**src/rtl/alu_pkg.sv**
```systemverilog
// Shared types for the ALU operand sequencer.
//   opcode_t : ALU operation encoding driven on opcode
//   state_t  : sequencer FSM states, exported on the state LEDs
//   FLAG_*   : bit positions inside the 4-bit {N,Z,C,V} flag bus
package alu_pkg;

    localparam int unsigned STATE_W  = 3;
    localparam int unsigned OPCODE_W = 2;
    localparam int unsigned FLAGS_W  = 4;

    localparam int unsigned FLAG_N = 3;
    localparam int unsigned FLAG_Z = 2;
    localparam int unsigned FLAG_C = 1;
    localparam int unsigned FLAG_V = 0;

    typedef enum logic [OPCODE_W-1:0] {
        ADD = 2'b00,
        SUB = 2'b01,
        OR  = 2'b10,
        AND = 2'b11
    } opcode_t;

    typedef enum logic [STATE_W-1:0] {
        WAIT_A  = 3'd0,
        WAIT_B  = 3'd1,
        WAIT_OP = 3'd2,
        EXEC    = 3'd3,
        SHOW    = 3'd4
    } state_t;

endpackage

```
**src/rtl/edge_detect.sv**
```systemverilog
// Rising-edge detector for an already-synchronised level.
//   clk, reset : clock and async active-high reset
//   level      : input level
//   rise       : combinational one-cycle pulse on a 0->1 transition
// The history flop resets to 1 so a level held high across reset release
// produces no edge.
module edge_detect (
    input  logic clk,
    input  logic reset,
    input  logic level,
    output logic rise
);

    logic level_q;

    // Previous-cycle level
    always_ff @(posedge clk or posedge reset) begin
        if (reset) begin
            level_q <= 1'b1;
        end else begin
            level_q <= level;
        end
    end

    assign rise = level & ~level_q;

endmodule

```
**src/rtl/alu_operand_sequencer.sv**
```systemverilog
// Steps a button/switch front panel through operand A, operand B and opcode
// entry, then captures one ALU result for display.
//   clk, reset         : clock, async active-high reset
//   data_in, enter     : switch value and synchronised button level
//   clear              : synchronous abort to WAIT_A, zeroing all outputs
//   op_a, op_b, opcode : registered ALU operands / operation
//   alu_result/flags   : combinational ALU outputs ({N,Z,C,V})
//   result, flags      : captured ALU outputs
//   result_valid       : high while a captured result is shown
//   state              : current FSM encoding for the LEDs
// Optional feature: define ALU_ACCUMULATE_EN to make an edge in SHOW load
// the shown result into op_a and resume at WAIT_B (chained operation).
module alu_operand_sequencer
    import alu_pkg::*;
#(
    parameter int unsigned W = 8
) (
    input  logic                clk,
    input  logic                reset,
    input  logic [W-1:0]        data_in,
    input  logic                enter,
    input  logic                clear,
    output logic [W-1:0]        op_a,
    output logic [W-1:0]        op_b,
    output logic [OPCODE_W-1:0] opcode,
    input  logic [W-1:0]        alu_result,
    input  logic [FLAGS_W-1:0]  alu_flags,
    output logic [W-1:0]        result,
    output logic [FLAGS_W-1:0]  flags,
    output logic                result_valid,
    output logic [STATE_W-1:0]  state
);

    state_t               state_q, state_d;
    logic [W-1:0]         op_a_d, op_b_d, result_d;
    logic [OPCODE_W-1:0]  opcode_d;
    logic [FLAGS_W-1:0]   flags_d;
    logic                 result_valid_d;
    logic                 rise;

    // Upper switch bits are don't-care when entering the opcode
    logic unused_data_hi;
    assign unused_data_hi = ^data_in[W-1:OPCODE_W];

    edge_detect u_enter_edge (
        .clk   (clk),
        .reset (reset),
        .level (enter),
        .rise  (rise)
    );

    // State and datapath registers
    always_ff @(posedge clk or posedge reset) begin
        if (reset) begin
            state_q      <= WAIT_A;
            op_a         <= '0;
            op_b         <= '0;
            opcode       <= '0;
            result       <= '0;
            flags        <= '0;
            result_valid <= 1'b0;
        end else begin
            state_q      <= state_d;
            op_a         <= op_a_d;
            op_b         <= op_b_d;
            opcode       <= opcode_d;
            result       <= result_d;
            flags        <= flags_d;
            result_valid <= result_valid_d;
        end
    end

    // Next-state and capture logic; clear overrides any simultaneous edge
    always_comb begin
        state_d        = state_q;
        op_a_d         = op_a;
        op_b_d         = op_b;
        opcode_d       = opcode;
        result_d       = result;
        flags_d        = flags;
        result_valid_d = result_valid;

        if (clear) begin
            state_d        = WAIT_A;
            op_a_d         = '0;
            op_b_d         = '0;
            opcode_d       = '0;
            result_d       = '0;
            flags_d        = '0;
            result_valid_d = 1'b0;
        end else begin
            case (state_q)
                WAIT_A: begin
                    if (rise) begin
                        op_a_d  = data_in;
                        state_d = WAIT_B;
                    end
                end
                WAIT_B: begin
                    if (rise) begin
                        op_b_d  = data_in;
                        state_d = WAIT_OP;
                    end
                end
                WAIT_OP: begin
                    if (rise) begin
                        opcode_d = data_in[OPCODE_W-1:0];
                        state_d  = EXEC;
                    end
                end
                // Single cycle, edges here are dropped rather than queued
                EXEC: begin
                    result_d       = alu_result;
                    flags_d        = alu_flags;
                    result_valid_d = 1'b1;
                    state_d        = SHOW;
                end
                SHOW: begin
                    if (rise) begin
                        result_valid_d = 1'b0;
`ifdef ALU_ACCUMULATE_EN
                        op_a_d  = result;
                        state_d = WAIT_B;
`else
                        state_d = WAIT_A;
`endif
                    end
                end
                default: begin
                    state_d = WAIT_A;
                end
            endcase
        end
    end

    assign state = state_q;

endmodule

```
**config.mk**
```make
export PLATFORM = sky130hd
export DESIGN_NAME = alu_operand_sequencer
export DESIGN_NICKNAME = d
export VERILOG_FILES = /design/src/rtl/alu_pkg.sv /design/src/rtl/edge_detect.sv /design/src/rtl/alu_operand_sequencer.sv
export SDC_FILE = /design/constraint.sdc
export NUM_CORES = 1
export LEC_CHECK = 0
export CORE_ASPECT_RATIO = 1.75
export CORE_UTILIZATION = 43
export CTS_CLUSTER_DIAMETER = 50
export DETAILED_ROUTE_END_ITERATION = 7
export PLACE_DENSITY = 0.78
export SYNTH_ARGS = -nofsm -noshare
export SYNTH_HDL_FRONTEND = slang
export SYNTH_SLANG_ARGS = --single-unit
```
**constraint.sdc**
```tcl
create_clock -name clk -period 1.75 [get_ports clk]
set_input_delay 0.35 -clock clk [delete_from_list [all_inputs] [get_ports clk]]
set_output_delay 0.35 -clock clk [all_outputs]
set_load 0.03 [all_outputs]
```
==> run_1/m3.png <==
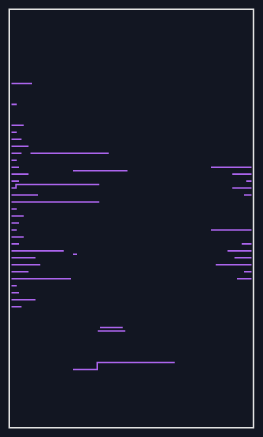
- share of all routed wire: 6.3%
- longest straight run: 16.8 um
- wire length on this layer: 207 um
- nets with wire on the layer: 44
Routed WL: 3.29 mm
M3 GR Usage: 0.0600
total number of vias: 1148

==> run_1/route_heat.png <==
9 x 16 tiles, from black (low) to pale yellow (high), scaled to the fullest tile. Values are wire area over tile area, all layers added.
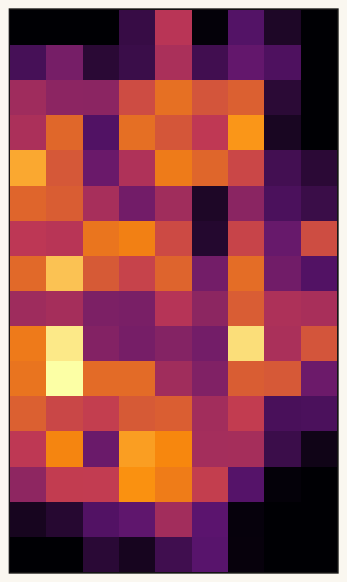
- fullest tile: 0.36
- nearly empty tiles: 13%
- tiles over half the peak: 37%
- densest ninth of the die: left middle
- emptiest ninth of the die: bottom right

==> run_1/placed.png <==
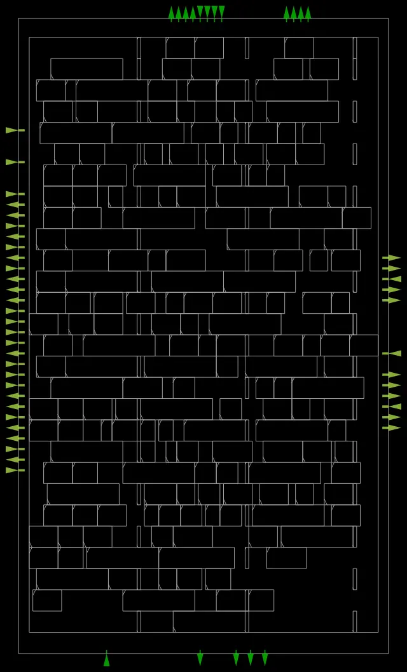
Core Region: 3400 sq um
site row count: 28
FILL cells: 284
Seq area share: 0.388
Post-Route Utilization: 0.665

==> flow_metrics.tcl, run 1 <==
# collected from the flow reports
set metrics [dict create \
    outcome "finished clean" \
    crit_type "flip-flop to primary output" \
    crit_chain "clkdlybuf4s50_1" \
    finalCritPeriodShare 0.967 \
    hold_viol_final 0 \
    finalSetupTns_ps 0 \
    drtIter0Drc 23 \
    synthCells 122 \
    power_mw 1.65 \
    slew_headroom 0.529 \
    route.detailed.drc 0 \
    worstPathRequired_ps 1400 \
    cts-htree-levels 2 \
    pin_count 58 \
    synthToLayoutAreaGrowth_pct 46.3 \
    dieArea_sq_um 3850 \
    globalplace.congestion 0.677 \
    synth_cell_types 24 \
    grtUsageTotal 0.200 \
    routed_via_density 5.01 \
    grt_first_pass_wirelength_mm 5.38 \
    clk_latency_ps 280 \
    path_buffers 1 \
    ys_async_sr_fraction 1.00 \
    cts_sinks 35 \
    grt_pass1_vias 1234 \
    power_density_nw_per_um2 729 \
    grt_max_degree 36 \
    top_cells_by_area "dfrtp_1, mux2i_1, nand2b_1, a22o_1, dfstp_2" \
    warning_count 26 \
    fmax_ghz 0.591 \
    ys_seq_share 0.568 \
    dr.pass1.iters 4 \
    layout-drive-gt1-share 0.114 \
    synth_area_sq_um 1550 \
    worstSetupStartpointType "flip-flop" \
    ys.flops 35 \
    critPathCaptureType "primary output" \
    portBuffers 57 \
    yosysWarnings 0 \
    p_leak_nw 1.05 \
    top_cell "dfrtp_1" \
    layout.nets 208 \
    diodes 0 \
    p_seq_frac 0.511 \
    synth_nets 146 \
    grt_overflow_total 0 \
    clock_path_buffers 2 \
    post-cts-setup-buffers 0 \
    placed_area_sq_um 2170 \
    die_width_um 47.3 \
    cp_max_fo 3 \
    synth-edff-count 0 \
    common_cells "dfrtp_1, nand2b_1, mux2i_1" \
    maxSlewViolCount 0 \
    antenna_found_initial 0 \
    setup_viol 0 \
    syn_avg_cell_area_sq_um 12.7 \
    period_needed_ps 1690 \
    top_area_frac 0.551 \
    switching_share 0.239 \
    clkTransAtPathRegs_ps 70 \
    ff_type "dfrtp_1" \
    maxCapViolCount 0 \
    synth_stat.cells 122 \
    ant_nets 0 \
    cp_slowest_stage_delay_ps 680 \
    cp_slowest_cell "clkdlybuf4s50_1" \
    fp.dieH_um 81.3 \
    clock-root-buffer "clkbuf_8" \
    dp_hpwl_mm 2.52 \
    ir_drop_uv 734 \
    p_int_mw 1.25 \
    finClkSkew_ps 4.43 \
    clock_power_share 0.351 \
    fp_util 0.455 \
    top_area_cell "dfrtp_1" \
    cp.arrival_ps 1340 \
    worst_pin_slew_ps 704 \
    power_frac_comb 0.138 \
]
==> run 1: flip-flops by register name (all words and copies together) (netlist names) <==
register              flops
flags                     4
op_a                      8
op_b                      8
opcode                    2
result                    8
result_valid              1
state                     3
u_enter_edge.level_q      1
==> run 1: power groups by stage <==
stage	Sequential (mW)	Combinational, mW	Clock [mW]
floorplan	0.887	0.0887	0
global placement	0.856	0.227	0
detailed placement	0.857	0.232	0
CTS	0.842	0.230	0.600
global route	0.844	0.246	0.633
finish	0.842	0.227	0.579
==> run 1: layout by cell type, fill, tap and decap left out <==
cell	instances
mux2i_1	18
o21a_1	1
nor3_1	2
clkinv_2	1
o31ai_1	1
dlygate4sd2_1	3
nand2b_4	1
nor2_1	2
or4b_1	1
buf_4	8
a211oi_1	1
clkbuf_8	6
clkdlybuf4s50_1	54
nand3b_1	1
mux2_2	1
nor2b_2	1
dfrtp_1	34
or4_1	1
a21oi_1	2
or4b_4	1
a22o_1	12
nand2b_1	28
dfstp_2	1
nand3_1	1
nor4_4	1
inv_1	1
==> run 1: worst paths after layout <==
kind	slack, ps	startpoint	cells past startpoint	endpoint
max	60	result_valid	1	result_valid
min reg2reg	500	flags[1]	1	flags[1]
min in group clk	500	flags[1]	1	flags[1]
min	460	reset	3	flags[3]
max in group asynchronous	950	reset	3	u_enter_edge.level_q
max reg2reg	210	state[1]	3	op_b[3]
==> run 1: layout make-up <==
type                    instances  area (sq um)  share of cell area
inverters                       1          3.75             0.00166
clock inverters                 1          5.00             0.00221
clock buffers                   6          82.6              0.0365
repair buffers                 65           627               0.277
flip-flops and latches         35           877               0.388
multi-input cells              76           609               0.270
well taps                      45          56.3              0.0249
==> run 1: what timing repair did <==
item / 4_1_cts / 5_1_grt
hold buffers: 0 / 0
endpoints found under the setup margin: 3 / 2
resized: 3 / 1
==> run 1: routing by layer <==
layer / global-route usage / vias to the layer above / part of all wire
met2: 0.344 / 49 / 0.57
met1: 0.218 / 553 / 0.35
met3: 0.0600 / 5 / 0.063
met5: 0 / - / 0
met4: 0.0771 / 0 / 0.016
li1: - / 541 / -
==> run 1: per-stage QoR <==
step	worst slack, ps	hold slack, ps	instances
after detailed placement	-96.8	494	222
final	57.4	464	229
after global placement	-75.5	493	222
after CTS	36.5	474	229
after floorplan	155	354	122
after global routing	13.1	524	229
==> run 1: logic make-up after synthesis <==
kind of cell	after synthesis	share of synthesized area
AOI/OAI and AO/OA	17	0.0891
DFF	35	0.568
and+or+nand+nor	40	0.180
muxes	19	0.124
buffers and inverters	11	0.0397
==> run_1/ff_map.png <==
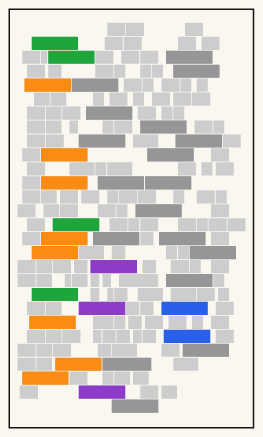

==> run 2, diff against run 1 <==
--- a/config.mk
+++ b/config.mk
@@ -6,10 +6,11 @@
 export NUM_CORES = 1
 export LEC_CHECK = 0
 export CORE_ASPECT_RATIO = 1.75
-export CORE_UTILIZATION = 43
+export CORE_UTILIZATION = 45
 export CTS_CLUSTER_DIAMETER = 50
 export DETAILED_ROUTE_END_ITERATION = 7
-export PLACE_DENSITY = 0.78
+export GPL_TIMING_DRIVEN = 0
+export PLACE_DENSITY = 0.81
 export SYNTH_ARGS = -nofsm -noshare
 export SYNTH_HDL_FRONTEND = slang
 export SYNTH_SLANG_ARGS = --single-unit
==> constraint.sdc (replaced) <==
create_clock -name clk -period 2.2 [get_ports clk]
set_input_delay 0.44 -clock clk [delete_from_list [all_inputs] [get_ports clk]]
set_output_delay 0.44 -clock clk [all_outputs]
set_load 0.03 [all_outputs]
==> run_2/ff_map.png <==
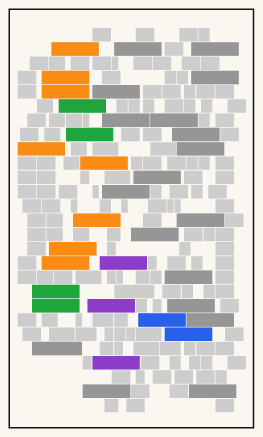
- green: flags (placed flops 4)
- blue: opcode (placed flops 2)
- orange: result (placed flops 8)
- purple: state (placed flops 3)
- not coloured: 18
Seq area share: 0.390
Flop area: 877 sq um
Seq. pwr: 0.666 mW
Post-Route Utilization: 0.701

==> run_2/route_heat.png <==
9 x 16 tiles, from black (low) to pale yellow (high), scaled to the fullest tile. Values are wire area over tile area, all layers added.
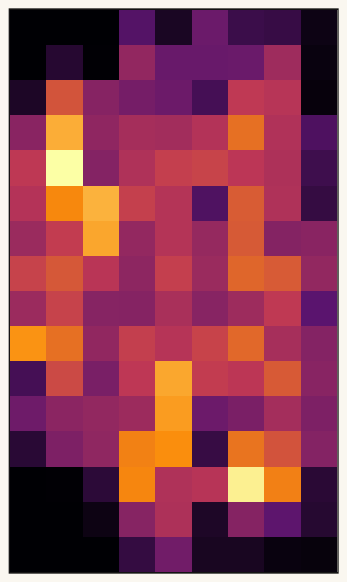
- emptiest ninth of the die: bottom left
- nearly empty tiles: 9.7%
- densest ninth of the die: left middle

==> run 2 against run 1 <==
Against the previous run:
- non-clock buffer count rose by 2
- global-route usage rose by 0.79 points
- largest cell class unchanged
- sequential share of layout area rose by 0.17 points
- largest power group unchanged
==> flow_metrics.tcl, run 2 <==
# collected from the flow reports
set metrics [dict create \
    dieArea_sq_um 3680 \
    antenna_found_initial 0 \
    final_common_cell "clkdlybuf4s50_1" \
    clk_latency_ps 280 \
    vias 1160 \
    synthCells 122 \
    final.fill_count 248 \
    synth_cell_types 24 \
    core_area_sq_um 3210 \
    outcome "finished clean" \
    power_mw 1.29 \
    grt_overflow_total 0 \
    pin_count 58 \
    top_area_frac 0.551 \
    ff_type "dfrtp_1" \
    diodes 0 \
    common_cells "dfrtp_1, nand2b_1, mux2i_1" \
    die_width_um 46.3 \
    grt_max_degree 36 \
    setup_viol 0 \
    ys_sh_adder 0 \
    portBuffers 57 \
    yosysWarnings 0 \
    ys_seq_share 0.568 \
    clkTransAtPathRegs_ps 70 \
    rows 27 \
    final_cell_mix "clkdlybuf4s50_1, dfrtp_1, nand2b_1, mux2i_1, a22o_1" \
    ir_drop_uv 471 \
    clock-root-buffer "clkbuf_8" \
    top_area_cell "dfrtp_1" \
    wl_mm 3.26 \
    finalNonFillerCells 230 \
    crit_type "flip-flop to primary output" \
    dp_hpwl_mm 2.48 \
    cp_max_fo 2 \
    slew_headroom 0.523 \
    path_buffers 1 \
    globalplace.congestion 0.791 \
    reg_top3 "op_a x8, op_b x8, result x8" \
    worst_pin_slew_ps 715 \
    drtIter0Drc 6 \
    fmax_ghz 0.564 \
    ys_async_sr_fraction 1.00 \
    cts_sinks 35 \
    simple_gate_share 0.180 \
    xor_area_frac 0 \
    ant_nets 0 \
    yosys.area_share.aoi 0.0891 \
    synth_stat.cells 122 \
    grt_pass1_vias 1229 \
    fp_util 0.481 \
    mux_share 0.124 \
    grtUsageTotal 0.208 \
]
## run 2: cell families (layout without fill, tap and decap cells)
family / after synthesis / count (layout)
DFF: 35 / 35
AOI/OAI and AO/OA: 17 / 17
buffers and inverters: 11 / 76
muxes: 19 / 19
and+or+nand+nor: 40 / 40
## run 2: cell type report
cell class | count | share of cell area
repair buffers | 57 | 0.253
inverters | 1 | 0.00167
flip-flops and latches | 35 | 0.390
plain buffers | 10 | 0.0256
clock buffers | 7 | 0.0339
well taps | 43 | 0.0239
multi-input cells | 76 | 0.270
clock inverters | 1 | 0.00222
## run 2: routing by layer
layer	track usage	wire [um]	vias up
met5	0	0	-
met4	0.0706	47	0
met3	0.0407	160	5
met2	0.372	1830	50
met1	0.230	1230	556
li1	-	-	549
## run 2: report_power, final
group,internal [mW],switching (mW),leakage [nW]
Combinational,0.0926,0.0910,0.503
Clock,0.222,0.216,0.0422
Sequential,0.659,0.00789,0.481
## run 2: worst reg2reg max path, stage by stage, from the launching register on
cell	delay, ps
dfrtp_1	380
buf_2	180
nand3b_1	210
nor2_1	200
clkbuf_1	370
a22o_1	200
## run 2: path summary, 6_finish.rpt
| check | from | end | slack (ps) | cells past startpoint |
|---|---|---|---|---|
| min in group asynchronous | reset | op_a[6] | 590 | 2 |
| max in group asynchronous | reset | opcode[0] | 1140 | 2 |
| min reg2reg | result[1] | result[1] | 510 | 1 |
| max | op_a[1] | op_a[1] | 430 | 1 |
| max reg2reg | state[2] | flags[1] | 600 | 5 |
| min | result[1] | result[1] | 510 | 1 |
## run 2: stage by stage
step | utilization | area, sq um | worst slack [ps] | hold slack, ps
after CTS | 0.701 | 2250 | 418 | 515
after detailed placement | 0.676 | 2170 | 149 | 491
after floorplan | - | 1550 | 605 | 444
final | 0.701 | 2250 | 426 | 513
after global routing | 0.701 | 2250 | 376 | 531
after global placement | 0.676 | 2170 | 161 | 488
Power and IR drop assume default switching activity.
